### Placed cells, one color a class

(3 px per µm) Fill, decap, tap and diode cells in gray.
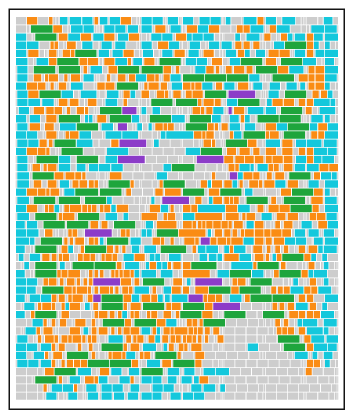
### Layout detail

Region (43, 54) to (68, 79) µm. Cells in gray, sequential cells in the stronger gray; small squares are vias.
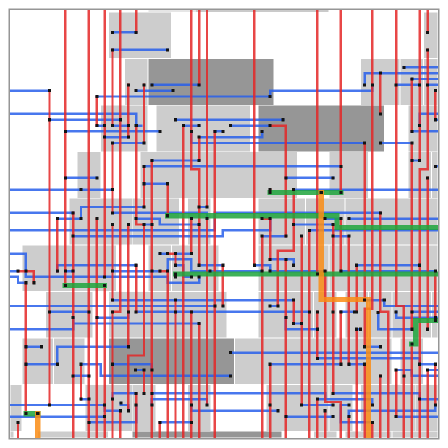
### Cell area per tile

(2 px per µm) 11 x 13 tiles, from black (low) to pale yellow (high), 0 to 100% covered.
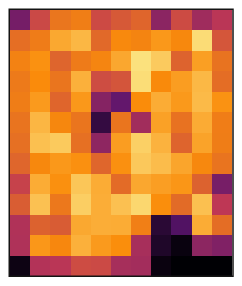
### Clock distribution

(4 px per µm)
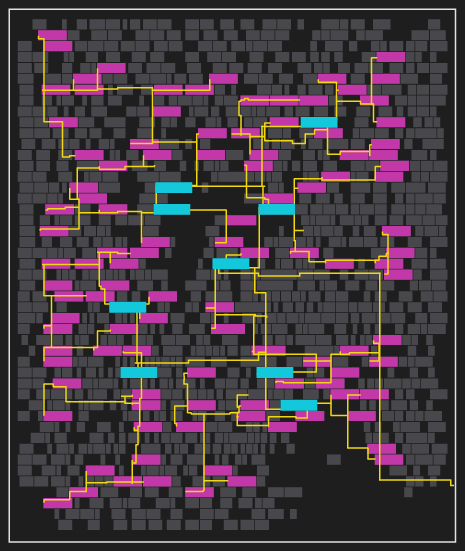
### Clock nets

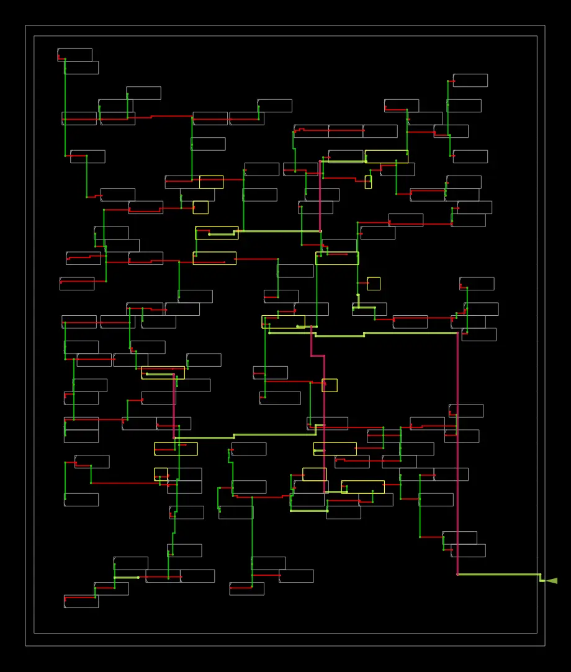
==> config.mk <==
export PLATFORM = sky130hd
export DESIGN_NAME = mips_bus_lsu
export DESIGN_NICKNAME = d
export VERILOG_FILES = /design/src/rtl/mips_bus_lsu.sv
export SDC_FILE = /design/constraint.sdc
export NUM_CORES = 1
export LEC_CHECK = 0
export CORE_ASPECT_RATIO = 1.2
export CORE_MARGIN = 1.5
export CORE_UTILIZATION = 42
export DETAILED_ROUTE_END_ITERATION = 10
export GPL_TIMING_DRIVEN = 0
export PLACE_DENSITY = 0.84
export RECOVER_POWER = 25
export SETUP_SLACK_MARGIN = 0.3
export SLEW_MARGIN = 25
export SYNTH_ARGS = -nofsm -noshare
export SYNTH_HDL_FRONTEND = slang
export SYNTH_SLANG_ARGS = --single-unit
export TNS_END_PERCENT = 10
==> constraint.sdc <==
create_clock -name clk -period 2.2 [get_ports clk]
set_input_delay 0.33 -clock clk [delete_from_list [all_inputs] [get_ports clk]]
set_output_delay 0.33 -clock clk [all_outputs]
set_load 0.005 [all_outputs]
==> run summary <==
Figures from the implementation reports.

- The top logic cell by instance count in the layout is sky130_fd_sc_hd__clkdlybuf4s50_1.
- The final reports fail on setup timing.
- The path type of the worst setup path reads reg -> out.
- The violation tally recorded at the end of detailed-routing iteration 0 is 415.
- Among the non-sequential cells, simple AND/OR/NAND/NOR gates take the most area.
- The clock network area share is 2.95%.
- Summing over every cut layer, the via total after detailed routing is 6918.
- The number of antenna violations at the first check in global routing is 0.
- The sum of buffers and inverters on the critical path is 3.
- The number of placed cells counting well taps is 1159.
- The number of filler cells placed in the layout is 1105.
- For met3 alone, demand over resource in global routing was 6.14%.
- The area of combinational cells with multiple inputs reads 0.00355 mm².
- The die outline width reads 111 µm.
- After Yosys synthesis, XOR and XNOR cells account for 0% of the synthesized area.
- In this run switching power makes up 35.7% of total power.
- Per the power-grid run, VDD falls by no more than 493 µV.
- The cell total in the yosys stat output reads 712.
- Summed over all routing layers, the global router reports a total usage of 29.5%.
- The total global routing overflow is 0.
- The fraction of the mapped netlist area in compound gates reads 21.2%.
- The routed via count divided by cell count reads 5.74.
- The global routing usage on met1 is 34.0%.
- Headroom to the max-slew limit came out at 44.0%.
- The internal power contribution reads 0.00480 W.
- The setup-violating endpoint count in the final report reads 1.
- The number of non-clock buffers in the layout reads 377.
- The setup slack of the most critical reg-to-reg path reads 200 ps.
- The layer flagged by global routing as most heavily used is met2.
- Entering global routing, the biggest net connects 18 pins.
- The area fraction in mux cells reads 8.70%.
- The synthesis log from Yosys contains 0 warnings.
- The net switching power in the latest report is 0.00266 W.
- The fraction of final layout cells sized beyond drive strength 1 is 21.9%.
- The total combinational power is 0.00324 W.
- The count of unresolved DRC violations after routing reads 0.
- The pin slew with the least headroom to its limit reads 834 ps.
- Once routing completed, OpenROAD measured the worst setup slack at -0.113 ps.
- The commonest cells after synthesis are 108 x sky130_fd_sc_hd__dfxtp_1, 70 x sky130_fd_sc_hd__nor2_1, 69 x sky130_fd_sc_hd__and2_1, 69 x sky130_fd_sc_hd__nand2_1, 65 x sky130_fd_sc_hd__and3_1.
- The non-clock inverter instance count of the final layout reads 5.
- The OpenROAD report gives the critical path a required time of 1870 ps.
- The final timing report lists a hold violation count of 0.
- The CTS H-tree depth reads 3.
- The non-clock buffering overhead in the final layout reads 36.4%.
- Registers take 0.00217 mm².
- The wire length on met3 reads 1910 µm.
- The number of gates resized after CTS reads 285.
- The flow ran to the end, but the final reports show violations.
- The final weighted congestion in routability-driven placement reads 0.885.
- The area fraction of the dominant cell type after synthesis reads 36.7%.
- The launching element type of the critical path is a register.
- The final antenna diode tally reported by the flow is 0.
- Data on the critical path arrives at its endpoint at 1870 ps.
- The final layout net count is 1170.
- The logic gate fraction of the total cell area reads 36.1%.
- The top-level I/O count is 278.
- The average wire per standard cell reads 19.2 µm.
- The HPWL reported at the end of detailed placement reads 16500 µm.
- The cell area that synthesis handed to floorplanning was 0.00590 mm².
- The worst hold-check slack is 454 ps.
- The cell class with the largest area share is non-clock buffers.
- The classification of the worst-slack hold path is reg -> reg.
- In the per-layer breakdown of the detailed-route log, met1 shows 8650 µm.
- The register clock-pin slew on the reported worst setup and hold paths is 70 ps.
- The flow inserted 171 tap cells.
-- 'Placed cells, one color a class' (at the start) --
- cyan: remaining buffers and delay cells (cells 377; share of their area 37%)
- purple: clock drivers and dummy loads (cells 16; share of their area 3.0%)
- orange: remaining logic cells (cells 533; share of their area 37%)
- green: registers (cells 108; share of their area 23%)
number of cell rows: 47
finished layout cell area: 0.00981 mm²
sequential cell area share: 22.1%

-- 'Layout detail' (at the start) --
- blue: M1
- orange: M4
- red: M2
- green: M3
- cells with their middle in the window: 43
- sequential cells in the window: 3
- most frequent: nor2_1 (7), clkbuf_1 (4)

-- 'Cell area per tile' (at the start) --
- tiles over 75% full: 39%
- emptiest ninth of the die: lower right
- fullest tile: 94%
- nearly empty tiles: 2.1%
end-of-flow core utilization: 71.3%
initial core utilization: 42.9%
core outline area: 0.0138 mm²

-- 'Clock distribution' (at the start) --
- yellow: clock wires (length 1310 µm)
- cyan: clock-net drivers (count 9)
- magenta: flip-flops (count 108)
- flops lie: widely spread
worst clock skew on the final layout: 5.97 ps
clock latency at the later pin of the worst-skew pair: 350 ps
clock share of power: 21.4%
power dissipated in the clock network: 0.00160 W

-- 'Clock nets' (at the start) --
Layout clock buffers: 12
Sink Count: 108
final sequential cell count: 108

Power and IR drop assume default switching activity.
